--- src/rtl/player_select.sv ---
// ---------------------------------------------------------------------------
// player_select
//
// Upstream feeder for the game controller. Each player cycles through an
// animal choice (dog -> cat -> chicken -> dog) and locks it in. Once both
// players are locked, the round is presented as one of nine registered
// one-hot scenario bits, with roundValid, until the controller acknowledges
// it. A single scoring cycle then judges the round, updates the saturating
// 2-bit scores, releases the locks and, when a score reaches WIN_SCORE,
// raises the winner flag and parks in GAMEOVER until newGame.
//
// Parameters
//   WIN_SCORE      points needed to win the game (legal range 1..3)
//
// Ports
//   clk            system clock, rising edge
//   resetn         asynchronous active-low reset
//   p1Key/p2Key    choice-cycle requests, act on their rising edge
//   p1Lock/p2Lock  lock requests, act on their rising edge
//   roundAck       controller consumed the scenario (level, READY only)
//   newGame        restart after game over (level, GAMEOVER only)
//   <a><b>         nine one-hot scenario outputs, a = p1 animal, b = p2 animal
//   roundValid     scenario outputs are valid
//   p1Choice/p2Choice  current choice: 00 dog, 01 cat, 10 chicken
//   p1Locked/p2Locked  lock status
//   p1Score/p2Score    scores
//   winner1/winner2    game-winner flags
//   gameOver       high while in GAMEOVER
// ---------------------------------------------------------------------------
module player_select #(
    parameter int WIN_SCORE = 3
) (
    input  logic       clk,
    input  logic       resetn,
    input  logic       p1Key,
    input  logic       p2Key,
    input  logic       p1Lock,
    input  logic       p2Lock,
    input  logic       roundAck,
    input  logic       newGame,
    output logic       dogDog,
    output logic       dogCat,
    output logic       dogChicken,
    output logic       catDog,
    output logic       catCat,
    output logic       catChicken,
    output logic       chickenDog,
    output logic       chickenCat,
    output logic       chickenChicken,
    output logic       roundValid,
    output logic [1:0] p1Choice,
    output logic [1:0] p2Choice,
    output logic       p1Locked,
    output logic       p2Locked,
    output logic [1:0] p1Score,
    output logic [1:0] p2Score,
    output logic       winner1,
    output logic       winner2,
    output logic       gameOver
);

    localparam logic [1:0] LP_WIN     = 2'(WIN_SCORE);
    localparam logic [1:0] CH_DOG     = 2'd0;
    localparam logic [1:0] CH_CAT     = 2'd1;
    localparam logic [1:0] CH_CHICKEN = 2'd2;

    typedef enum logic [1:0] {
        ST_SELECT   = 2'd0,
        ST_READY    = 2'd1,
        ST_SCORE    = 2'd2,
        ST_GAMEOVER = 2'd3
    } state_t;

    state_t r_state;
    state_t w_state_next;

    // Next animal in the cycle. The same ordering also defines who beats
    // whom: an animal beats the one that follows it.
    function automatic logic [1:0] f_next_choice(input logic [1:0] c);
        logic [1:0] n;
        case (c)
            CH_DOG:     n = CH_CAT;
            CH_CAT:     n = CH_CHICKEN;
            CH_CHICKEN: n = CH_DOG;
            default:    n = CH_DOG;
        endcase
        return n;
    endfunction

    function automatic logic f_beats(input logic [1:0] a, input logic [1:0] b);
        return (b == f_next_choice(a));
    endfunction

    // -----------------------------------------------------------------------
    // Rising-edge detection. Previous values reset to 1 so that an input
    // already high when reset releases is not mistaken for a fresh press.
    // Bit order: {p2Lock, p1Lock, p2Key, p1Key}.
    // -----------------------------------------------------------------------
    logic [3:0] w_in_raw;
    logic [3:0] r_in_prev;
    logic [3:0] w_in_rise;
    logic [1:0] w_key_rise;
    logic [1:0] w_lock_rise;

    assign w_in_raw = {p2Lock, p1Lock, p2Key, p1Key};

    always_ff @(posedge clk or negedge resetn) begin
        if (!resetn) begin
            r_in_prev <= '1;
        end else begin
            r_in_prev <= w_in_raw;
        end
    end

    assign w_in_rise   = w_in_raw & ~r_in_prev;
    assign w_key_rise  = w_in_rise[1:0];
    assign w_lock_rise = w_in_rise[3:2];

    // -----------------------------------------------------------------------
    // Per-player view shared with the control logic. Index 0 is player 1.
    // -----------------------------------------------------------------------
    logic [1:0][1:0] w_choice;
    logic [1:0][1:0] w_score;
    logic [1:0][1:0] w_score_inc;
    logic [1:0]      w_locked;
    logic [1:0]      w_locked_sel;   // lock status after this cycle's lock edge
    logic [1:0]      w_winner;
    logic [1:0]      w_beats;        // player won the round being scored
    logic [1:0]      w_hits_win;     // that win reaches WIN_SCORE
    logic            w_game_won;

    assign w_beats[0] = f_beats(w_choice[0], w_choice[1]);
    assign w_beats[1] = f_beats(w_choice[1], w_choice[0]);
    assign w_game_won = |w_hits_win;

    // -----------------------------------------------------------------------
    // Control strobes decoded from the current state (output process).
    // -----------------------------------------------------------------------
    logic w_sel_active;
    logic w_round_start;
    logic w_round_clear;
    logic w_score_now;
    logic w_restart;

    always_comb begin
        w_sel_active  = 1'b0;
        w_round_start = 1'b0;
        w_round_clear = 1'b0;
        w_score_now   = 1'b0;
        w_restart     = 1'b0;
        gameOver      = 1'b0;
        case (r_state)
            ST_SELECT: begin
                w_sel_active  = 1'b1;
                w_round_start = &w_locked_sel;
            end
            ST_READY: begin
                w_round_clear = roundAck;
            end
            ST_SCORE: begin
                w_score_now = 1'b1;
            end
            ST_GAMEOVER: begin
                gameOver  = 1'b1;
                w_restart = newGame;
            end
            default: begin
                w_sel_active = 1'b0;
            end
        endcase
    end

    // -----------------------------------------------------------------------
    // State register and next-state logic.
    // -----------------------------------------------------------------------
    always_ff @(posedge clk or negedge resetn) begin
        if (!resetn) begin
            r_state <= ST_SELECT;
        end else begin
            r_state <= w_state_next;
        end
    end

    always_comb begin
        w_state_next = r_state;
        case (r_state)
            ST_SELECT: begin
                // The second lock moves straight to READY on its own edge.
                if (&w_locked_sel) begin
                    w_state_next = ST_READY;
                end
            end
            ST_READY: begin
                if (roundAck) begin
                    w_state_next = ST_SCORE;
                end
            end
            ST_SCORE: begin
                w_state_next = w_game_won ? ST_GAMEOVER : ST_SELECT;
            end
            ST_GAMEOVER: begin
                if (newGame) begin
                    w_state_next = ST_SELECT;
                end
            end
            default: begin
                w_state_next = ST_SELECT;
            end
        endcase
    end

    // -----------------------------------------------------------------------
    // Per-player choice, lock, score and winner registers.
    // -----------------------------------------------------------------------
    genvar gi;
    generate
        for (gi = 0; gi < 2; gi++) begin : g_player
            logic [1:0] r_choice;
            logic [1:0] r_score;
            logic       r_locked;
            logic       r_winner;

            assign w_locked_sel[gi] = r_locked | w_lock_rise[gi];
            assign w_score_inc[gi]  = (r_score == 2'd3) ? 2'd3 : r_score + 2'd1;
            assign w_hits_win[gi]   = w_beats[gi] && (w_score_inc[gi] == LP_WIN);

            always_ff @(posedge clk or negedge resetn) begin
                if (!resetn) begin
                    r_choice <= CH_DOG;
                    r_score  <= 2'd0;
                    r_locked <= 1'b0;
                    r_winner <= 1'b0;
                end else begin
                    // A lock edge wins over a simultaneous key edge.
                    if (w_sel_active && !r_locked) begin
                        if (w_lock_rise[gi]) begin
                            r_locked <= 1'b1;
                        end else if (w_key_rise[gi]) begin
                            r_choice <= f_next_choice(r_choice);
                        end
                    end
                    if (w_score_now) begin
                        r_locked <= 1'b0;
                        if (w_beats[gi]) begin
                            r_score <= w_score_inc[gi];
                        end
                        if (w_hits_win[gi]) begin
                            r_winner <= 1'b1;
                        end
                    end
                    if (w_restart) begin
                        r_choice <= CH_DOG;
                        r_score  <= 2'd0;
                        r_winner <= 1'b0;
                    end
                end
            end

            assign w_choice[gi] = r_choice;
            assign w_score[gi]  = r_score;
            assign w_locked[gi] = r_locked;
            assign w_winner[gi] = r_winner;
        end
    endgenerate

    // -----------------------------------------------------------------------
    // Scenario register. Index = p1 choice * 3 + p2 choice, so bit 0 is
    // dogDog and bit 8 is chickenChicken. Choices are already final when the
    // round starts: a locked player cannot advance and the locking edge
    // itself never advances the choice.
    // -----------------------------------------------------------------------
    logic [3:0] w_scen_idx;
    logic [8:0] w_scen_onehot;
    logic [8:0] r_scenario;
    logic       r_round_valid;

    assign w_scen_idx = ({2'b00, w_choice[0]} * 4'd3) + {2'b00, w_choice[1]};

    generate
        for (gi = 0; gi < 9; gi++) begin : g_scen_decode
            assign w_scen_onehot[gi] = (w_scen_idx == 4'(gi));
        end
    endgenerate

    always_ff @(posedge clk or negedge resetn) begin
        if (!resetn) begin
            r_scenario    <= '0;
            r_round_valid <= 1'b0;
        end else if (w_round_start) begin
            r_scenario    <= w_scen_onehot;
            r_round_valid <= 1'b1;
        end else if (w_round_clear) begin
            r_scenario    <= '0;
            r_round_valid <= 1'b0;
        end
    end

    // -----------------------------------------------------------------------
    // Output mapping.
    // -----------------------------------------------------------------------
    assign dogDog         = r_scenario[0];
    assign dogCat         = r_scenario[1];
    assign dogChicken     = r_scenario[2];
    assign catDog         = r_scenario[3];
    assign catCat         = r_scenario[4];
    assign catChicken     = r_scenario[5];
    assign chickenDog     = r_scenario[6];
    assign chickenCat     = r_scenario[7];
    assign chickenChicken = r_scenario[8];
    assign roundValid     = r_round_valid;

    assign p1Choice = w_choice[0];
    assign p2Choice = w_choice[1];
    assign p1Locked = w_locked[0];
    assign p2Locked = w_locked[1];
    assign p1Score  = w_score[0];
    assign p2Score  = w_score[1];
    assign winner1  = w_winner[0];
    assign winner2  = w_winner[1];

endmodule
--- config.mk ---
export PLATFORM = sky130hd
export DESIGN_NAME = player_select
export DESIGN_NICKNAME = d
export VERILOG_FILES = /design/src/rtl/player_select.sv
export SDC_FILE = /design/constraint.sdc
export NUM_CORES = 1
export LEC_CHECK = 0
export ABC_AREA = 0
export CORE_ASPECT_RATIO = 0.7
export CORE_UTILIZATION = 49
export DETAILED_ROUTE_END_ITERATION = 8
export PLACE_DENSITY = 0.75
export SLEW_MARGIN = 20
export SYNTH_ARGS = -nofsm -noshare
export SYNTH_HDL_FRONTEND = slang
export SYNTH_SLANG_ARGS = --single-unit
--- constraint.sdc ---
create_clock -name clk -period 2.99 [get_ports clk]
set_clock_uncertainty 0.05 [all_clocks]
set_input_delay 0.4485 -clock clk [delete_from_list [all_inputs] [get_ports clk]]
set_output_delay 0.4485 -clock clk [all_outputs]
set_load 0.01 [all_outputs]
==> ci_impl_report.md, run 1 <==
### Flow metrics

| Metric | Value |
|---|---|
| Most frequent CP cell | fa_1 |
| Initial antenna violation count | 0 |
| Row count | 15 |
| Non-filler cells, final | 190 |
| FF-to-FF End | r_scenario[5]$_DFFE_PN0P_ |
| Via/cell ratio | 5.61 |
| Crit path arrival time | 2.67 ns |
| Setup bufs post-CTS | 0 |
| Clk ins delay skew pair | 0.27 ns |
| Fmax | 399 MHz |
| Critical path class | flop to flop |
| OpenROAD warnings | 28 |
| Mapped Area | 1400 um^2 |
| EDFF count, synth | 0 |
| Pwr dens | 1040 nW/um^2 |
| Post-CTS sizing | 0 |
| Worst-path cell chain | fa_1, ha_1, inv_1, fa_1, nor2b_1, nand2_1, nor3_1, a21o_1 |
| CP delay by family, top | adder cells |
| Floorplan Nets | 139 |
| WHS | 0.441 ns |
| Vias in the first global route | 1,068 |
| Largest stage delay, worst path | 0.58 ns |
| Tot Pwr | 1.83 mW |
| Yosys stat chip area | 1400 um^2 |
| Max-cap viol count | 0 |
| Worst hold path type | flop to flop |
| CTS Hold Bufs | 0 |
| Post-DP HPWL | 2350 um |
| Flop-to-flop setup slack | 0.48 ns |
| Status | finished clean |
| Synthesized area per cell | 11.2 um^2 |
| Worst r2r src | p1Choice[0]$_DFFE_PN0P_ |
| Post-synth regs | 28 |
| Antenna cell count | 0 |
-- run 1: power breakdown --
group	internal [mW]	switching [mW]	total, mW
clock network	0.0954	0.111	0.206
logic	0.469	0.457	0.926
registers	0.515	0.183	0.698
total	1.08	0.751	1.83
-- run 1: placed cells by master (no fill, tap or decap), drive strengths merged, types with 3 or more instances in the layout --
cell	Yosys	routed
a22o	3	3
clkbuf	1	4
nor3	8	8
dfstp	4	4
a21o	3	3
a32o	3	3
clkdlybuf4s50	0	30
ha	4	4
nor2	12	12
or4b	3	3
mux2i	4	4
inv	10	10
a21oi	6	6
nor2b	3	3
dfrtp	24	24
nand2	8	8
-- run 1: layer usage --
| metal | vias up | global-route usage | routed length [um] |
|---|---|---|---|
| li1 | 508 | - | - |
| met1 | 525 | 0.309 | 1460 |
| met2 | 30 | 0.371 | 1430 |
| met3 | 2 | 0.0644 | 148 |
| met4 | 0 | 0.0609 | 12 |
| met5 | - | 0 | 0 |
-- run 1: stage by stage --
stage	setup WS (ns)	util
3_5_place_dp	0.529	0.669
4_1_cts	0.487	0.687
5_1_grt	0.368	0.687
6_report	0.482	0.687
2_1_floorplan	0.692	-
3_3_place_gp	0.621	0.669
-- run 1: flip-flops by register name, indices dropped and copies added (netlist names) --
register / cells
winner2: 1
r_state: 2
p1Score: 2
roundValid: 1
p1Choice: 2
r_in_prev: 4
p2Score: 2
p1Locked: 1
r_scenario: 9
p2Choice: 2
winner1: 1
p2Locked: 1
-- run 1: cells by family after synthesis --
kind of cell	after synthesis	share of synthesized area
AND/OR/NAND/NOR	44	0.188
flip-flops	28	0.506
AND-OR/OR-AND	27	0.155
buffers and inverters	14	0.0448
adder cells (fa/ha/maj)	6	0.0646
multiplexers	4	0.0287
XOR/XNOR	2	0.0126
-- run 1: area by class of cell --
type                       instances  area (um^2)  share of cell area
sequential                        28          706               0.400
multi-input combinational         83          627               0.355
timing repair buffer              31          308               0.174
clock buffer                       4         45.0              0.0255
tap                               34         42.5              0.0241
inverter                          10         37.5              0.0213
-- run 1: worst reg2reg max path, delay by kind of cell, from the launching register on --
| family | cells | cell delay (ns) |
|---|---|---|
| buf+inv | 1 | 0.05 |
| compound gates | 1 | 0.11 |
| fa+ha+maj | 3 | 1.25 |
| simple gates | 3 | 0.50 |
| flops | 1 | 0.49 |
-- run 1: worst min path at each step --
stage                     cells past startpoint                      start  slack [ns]                   endpoint
final                                         1  r_scenario[3]$_DFFE_PN0P_        0.44  r_scenario[3]$_DFFE_PN0P_
after global routing                          1  r_scenario[3]$_DFFE_PN0P_        0.46  r_scenario[3]$_DFFE_PN0P_
after CTS                                     1  r_scenario[3]$_DFFE_PN0P_        0.45  r_scenario[3]$_DFFE_PN0P_
after detailed placement                      1  r_scenario[1]$_DFFE_PN0P_        0.42  r_scenario[1]$_DFFE_PN0P_
after global placement                        1  r_scenario[5]$_DFFE_PN0P_        0.41  r_scenario[5]$_DFFE_PN0P_
after floorplan                               0                     resetn        0.10    p1Choice[0]$_DFFE_PN0P_
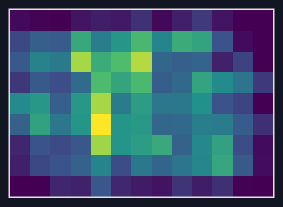
**Above:** run 1 (wire density map).
Scale: 4 px per um. The die is cut into 13 by 9 equal tiles; dark purple is low, yellow is high, scaled to the fullest tile. Values are wire area over tile area, all layers added.
nearly empty tiles = 9.4%
tiles over half the peak = 24%
emptiest ninth of the die = north-east
drt wl/cell: 16.0 um
Post-Route WL: 3050 um

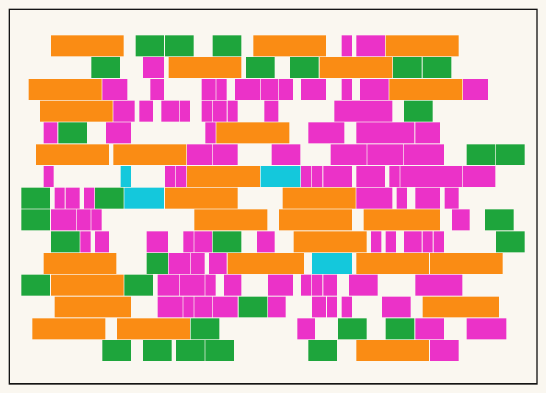
**Above:** run 1 (placement by cell class).
Scale: 8 px per um.
clock drivers and dummy loads -> cyan  # cells 4, share of their area 2.6%
sequential cells -> orange  # cells 28, share of their area 41%
combinational and other logic -> magenta  # cells 93, share of their area 39%
remaining buffers and delay cells -> green  # cells 31, share of their area 18%
Finished Cell Area: 1770 um^2
total core area: 2570 um^2
sequential share of cell area: 0.400

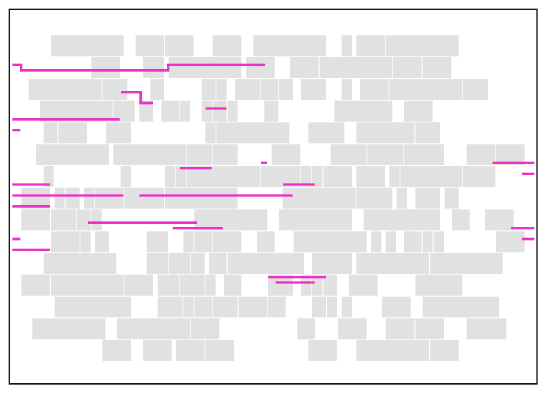
**Above:** run 1 (M3 wires).
Scale: 8 px per um.
share of all routed wire = 4.9%
longest straight run = 18.9 um
via count: 1,065
M3 GR Usage: 0.0644

==> inputs of run 2 (changes only) <==
--- a/config.mk
+++ b/config.mk
@@ -7,9 +7,9 @@
 export LEC_CHECK = 0
 export ABC_AREA = 0
 export CORE_ASPECT_RATIO = 0.7
-export CORE_UTILIZATION = 49
+export CORE_UTILIZATION = 44
 export DETAILED_ROUTE_END_ITERATION = 8
-export PLACE_DENSITY = 0.75
+export PLACE_DENSITY = 0.71
 export SLEW_MARGIN = 20
 export SYNTH_ARGS = -nofsm -noshare
 export SYNTH_HDL_FRONTEND = slang
==> constraint.sdc (replaced) <==
create_clock -name clk -period 2.05 [get_ports clk]
set_clock_uncertainty 0.05 [all_clocks]
set_input_delay 0.3075 -clock clk [delete_from_list [all_inputs] [get_ports clk]]
set_output_delay 0.3075 -clock clk [all_outputs]
set_load 0.01 [all_outputs]
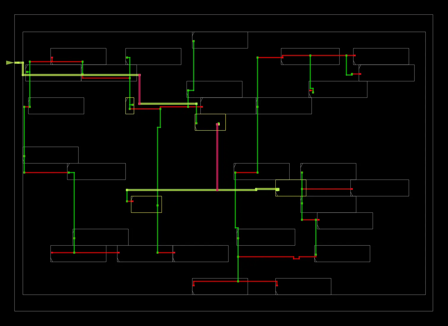
**Above:** run 2 (the clock network).
clk ins delay skew pair: 0.27 ns
total clock sinks: 28
# clk buffers: 4
flop count: 28

==> ci_impl_report.md, run 2 <==
### Flow metrics

| Metric | Value |
|---|---|
| Setup violations, final | 9 (was 0) |
| Crit path arrival time | 2.38 ns (was 2.67 ns) |
| Synthesized area per cell | 11.2 um^2 (unchanged) |
| Mux cell area share | 0.0287 (unchanged) |
| Pwr dens | 1560 nW/um^2 (was 1040 nW/um^2) |
| Vias in the first global route | 1,177 (was 1,068) |
| EDFF count, synth | 0 (unchanged) |
| Aoi share | 0.155 (unchanged) |
| Post-DP HPWL | 2280 um (was 2350 um) |
| Post-Route WL | 3170 um (was 3050 um) |
| Initial antenna violation count | 0 (unchanged) |
| Floorplan Nets | 139 (unchanged) |
| Via count | 1,097 (was 1,065) |
| Status | finished, violations left (was finished clean) |
| Flop-to-flop setup slack | -0.21 ns (was 0.48 ns) |
| Worst Setup Slack, final | -0.206 ns (was 0.482 ns) |
| Max reg flops | 9 (unchanged) |
| Failing checks | setup timing |
| Yosys stat chip area | 1400 um^2 (unchanged) |
| Dominant comb cell | simple AND/OR/NAND/NOR gates (unchanged) |
| Largest reg by FF count | r_scenario (unchanged) |
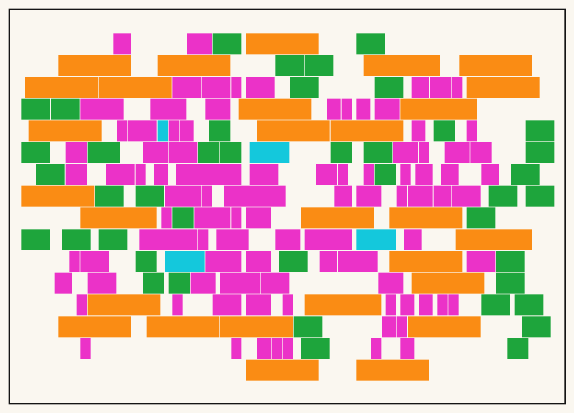
**Above:** run 2 (placement by cell class).
Scale: 8 px per um.
combinational and other logic -> magenta  # cells 93, share of their area 38%
clock drivers and dummy loads -> cyan  # cells 4, share of their area 2.4%
sequential cells -> orange  # cells 28, share of their area 38%
remaining buffers and delay cells -> green  # cells 42, share of their area 21%
post-route core utilization: 0.650
row count: 16
Finished Cell Area: 1890 um^2
total core area: 2900 um^2

## run 2: cell type report
cell class                      count  area [um^2]
Multi-Input combinational cell     83          658
Timing Repair Buffer               42          394
Sequential cell                    28          707
Fill cell                         224         1020
Inverter                           10         37.5
Clock buffer                        4         45.0
Tap cell                           36         45.0
## run 2: timing repair
| item | in CTS | in global routing |
|---|---|---|
| resized | 2 | 6 |
| setup buffers | 1 | 0 |
| endpoints found under the setup margin | 9 | 11 |
| pin swaps | 0 | 4 |
| hold buffers | 0 | 0 |
| cloned | 0 | 0 |
## run 2: worst max-delay path: stages (launching register included)
cell and delay [ns]:
dfrtp_1 0.41, fa_1 0.54, ha_1 0.15, inv_2 0.04, fa_2 0.57, nor2b_2 0.06, buf_4 0.14, a22o_1 0.18
## run 2: cell families after synthesis
kind of cell	Yosys count
simple gates	44
flops	28
compound gates	27
buf+inv	14
fa+ha+maj	6
mux	4
xor+xnor	2
## run 2: per-layer routing
layer	vias up	wire, um	track usage	share of wire
met5	-	0	0	0
met4	0	15	0.0408	0.0047
met3	4	202	0.0744	0.064
met2	38	1510	0.335	0.48
met1	527	1440	0.272	0.45
li1	528	-	-	-
## run 2: how the worst max path moves through the flow
stage | startpoint | endpoint | slack [ns] | depth (start not counted)
after CTS | p1Choice[0]$_DFFE_PN0P_ | r_scenario[1]$_DFFE_PN0P_ | -0.15 | 7
after detailed placement | p1Choice[0]$_DFFE_PN0P_ | r_scenario[5]$_DFFE_PN0P_ | -0.20 | 8
after floorplan | p1Choice[0]$_DFFE_PN0P_ | r_scenario[5]$_DFFE_PN0P_ | -0.18 | 8
final | p2Choice[1]$_DFFE_PN0P_ | r_scenario[4]$_DFFE_PN0P_ | -0.21 | 7
after global routing | p2Choice[1]$_DFFE_PN0P_ | r_scenario[4]$_DFFE_PN0P_ | -0.27 | 7
after global placement | p1Choice[0]$_DFFE_PN0P_ | r_scenario[5]$_DFFE_PN0P_ | -0.14 | 8
## run 2: report_power, final
group | total [mW] | switching, mW | internal [mW]
clock network | 0.307 | 0.167 | 0.139
registers | 0.951 | 0.198 | 0.753
logic | 1.69 | 0.821 | 0.874
total | 2.95 | 1.19 | 1.77
## run 2: stage by stage
step	cell area, um^2	hold WS (ns)	instances
floorplan	1400	-0.0381	125
global placement	1800	0.414	198
detailed placement	1800	0.425	198
CTS	1860	0.377	203
global route	1890	0.381	203
finish	1890	0.361	203
==> inputs of run 3 (changes only) <==
--- a/config.mk
+++ b/config.mk
@@ -9,7 +9,7 @@
 export CORE_ASPECT_RATIO = 0.7
 export CORE_UTILIZATION = 44
 export DETAILED_ROUTE_END_ITERATION = 8
-export PLACE_DENSITY = 0.71
+export PLACE_DENSITY = 0.73
 export SLEW_MARGIN = 20
 export SYNTH_ARGS = -nofsm -noshare
 export SYNTH_HDL_FRONTEND = slang
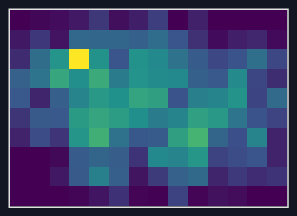
**Above:** run 3 (wire density map).
Scale: 4 px per um. The die is cut into 14 by 10 equal tiles; dark purple is low, yellow is high, scaled to the fullest tile. Values are wire area over tile area, all layers added.
drt wl/cell: 15.6 um
via count: 1,114
GRT Util Overall: 0.207
Post-Route WL: 3200 um

==> ci_impl_report.md, run 3 <==
### Flow metrics

| Metric | Value |
|---|---|
| Status | finished, violations left (unchanged) |
| Failing checks | setup timing (unchanged) |
| Tot Pwr | 3.11 mW (was 2.95 mW) |
| Initial antenna violation count | 0 (unchanged) |
| Antenna cell count | 0 (unchanged) |
| Vias in the first global route | 1,111 (was 1,177) |
| Synth Area in Adders | 0.0646 (unchanged) |
| Crit path arrival time | 2.48 ns (was 2.38 ns) |
| Dominant comb cell | simple AND/OR/NAND/NOR gates (unchanged) |
| Worst Setup Slack, final | -0.252 ns (was -0.206 ns) |
| FF-to-FF End | r_scenario[1]$_DFFE_PN0P_ (was r_scenario[4]$_DFFE_PN0P_) |
| Total core area | 2900 um^2 (unchanged) |
| Yosys stat chip area | 1400 um^2 (unchanged) |
| Setup violations, final | 9 (unchanged) |
| XOR Share, Synth | 0.0126 (unchanged) |
| Non-filler cells, final | 205 (was 203) |
| Top Layout Cells | clkdlybuf4s50_1, dfrtp_1, buf_4, nor2_1, inv_1 (was clkdlybuf4s50_1, dfrtp_1, nor2_1, buf_4) |
| Filler cell count | 220 (was 224) |
| Post-DP HPWL | 2280 um (about the same) |
| Placed Area | 1820 um^2 (was 1800 um^2) |
| Clk ins delay skew pair | 0.28 ns (was 0.27 ns) |
| Pre-CTS setup slack | -0.224 ns (was -0.202 ns) |
| Largest stage delay, worst path | 0.59 ns (was 0.57 ns) |
| Fmax | 434 MHz (was 443 MHz) |
| Top cell excl fill/tap | clkdlybuf4s50_1 (unchanged) |
| Flop-to-flop setup slack | -0.25 ns (was -0.21 ns) |
| Synthesized area per cell | 11.2 um^2 (unchanged) |
| Pwr dens | 1600 nW/um^2 (was 1560 nW/um^2) |
| EDFF count, synth | 0 (unchanged) |
| Multi-input logic area | 674 um^2 (was 658 um^2) |
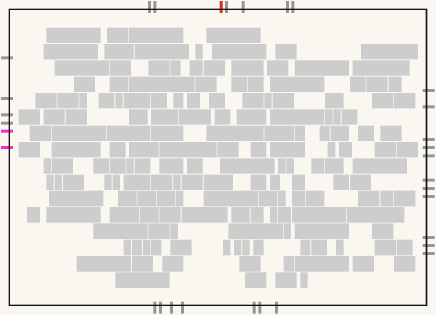
**Above:** run 3 (pin map).
Scale: 6 px per um. Pins as bars across the die edge, other pins in grey.
p2Choice -> magenta  # pins 2, direction output, edge west
chickenCat -> red  # pins 1, direction output, edge north
all pins by edge = 11 east, 7 north, 7 south, 6 west
Die Ht: 49.1 um
Buffers on Ports: 30
DIE WIDTH: 69.3 um

[run 3: report_power, final]
group	total, mW	leakage, nW	internal, mW	switching, mW
combinational	1.73	0.470	0.885	0.842
sequential	0.946	0.349	0.753	0.193
clock	0.441	0.0357	0.262	0.180
[run 3: kinds of logic (layout without fill, tap and decap cells)]
kind of cell / count (synthesis) / count (layout)
AND-OR/OR-AND: 27 / 27
flip-flops: 28 / 28
buffers and inverters: 14 / 58
adder cells (fa/ha/maj): 6 / 6
multiplexers: 4 / 4
AND/OR/NAND/NOR: 44 / 44
XOR/XNOR: 2 / 2
[run 3: worst max path at each step]
| stage | cells past startpoint | end | slack (ns) | startpoint |
|---|---|---|---|---|
| final | 7 | r_scenario[1]$_DFFE_PN0P_ | -0.25 | p2Choice[1]$_DFFE_PN0P_ |
| after global routing | 7 | r_scenario[1]$_DFFE_PN0P_ | -0.30 | p2Choice[1]$_DFFE_PN0P_ |
| after CTS | 8 | r_scenario[5]$_DFFE_PN0P_ | -0.21 | p1Choice[0]$_DFFE_PN0P_ |
| after detailed placement | 8 | r_scenario[5]$_DFFE_PN0P_ | -0.22 | p1Choice[0]$_DFFE_PN0P_ |
| after global placement | 8 | r_scenario[5]$_DFFE_PN0P_ | -0.13 | p1Choice[0]$_DFFE_PN0P_ |
| after floorplan | 8 | r_scenario[5]$_DFFE_PN0P_ | -0.18 | p1Choice[0]$_DFFE_PN0P_ |
[run 3: layout make-up]
type / instances / area share
clock buffer: 3 / 0.0213
timing repair buffer: 44 / 0.209
tap: 36 / 0.0232
inverter: 10 / 0.0193
multi-input combinational: 83 / 0.348
sequential: 28 / 0.364
clock inverter: 1 / 0.0155
[run 3: worst register-to-register path: cells and delay by family (launching register included)]
| family | cells | cell delay, ns |
|---|---|---|
| fa+ha+maj | 3 | 1.32 |
| flops | 1 | 0.42 |
| simple gates | 2 | 0.33 |
| compound gates | 1 | 0.10 |
| buf+inv | 1 | 0.05 |
[run 3: timing repair]
action | 4_1_cts | 5_1_grt
endpoints found under the setup margin | 9 | 10
resized | 9 | 2
pin swaps | 5 | 6
setup buffers | 0 | 0
[run 3: stage by stage]
| step | utilization | hold WS, ns |
|---|---|---|
| floorplan | - | -0.0381 |
| global placement | 0.628 | 0.417 |
| detailed placement | 0.628 | 0.427 |
| CTS | 0.665 | 0.354 |
| global route | 0.669 | 0.358 |
| finish | 0.669 | 0.342 |
[run 3: metal layers]
| layer | GRT usage | share of wire |
|---|---|---|
| met4 | 0.0510 | 0.0059 |
| met2 | 0.324 | 0.47 |
| met5 | 0 | 0 |
| met3 | 0.0579 | 0.047 |
| met1 | 0.287 | 0.48 |
Power figures rest on the tool's default switching activity, not on a simulated workload.
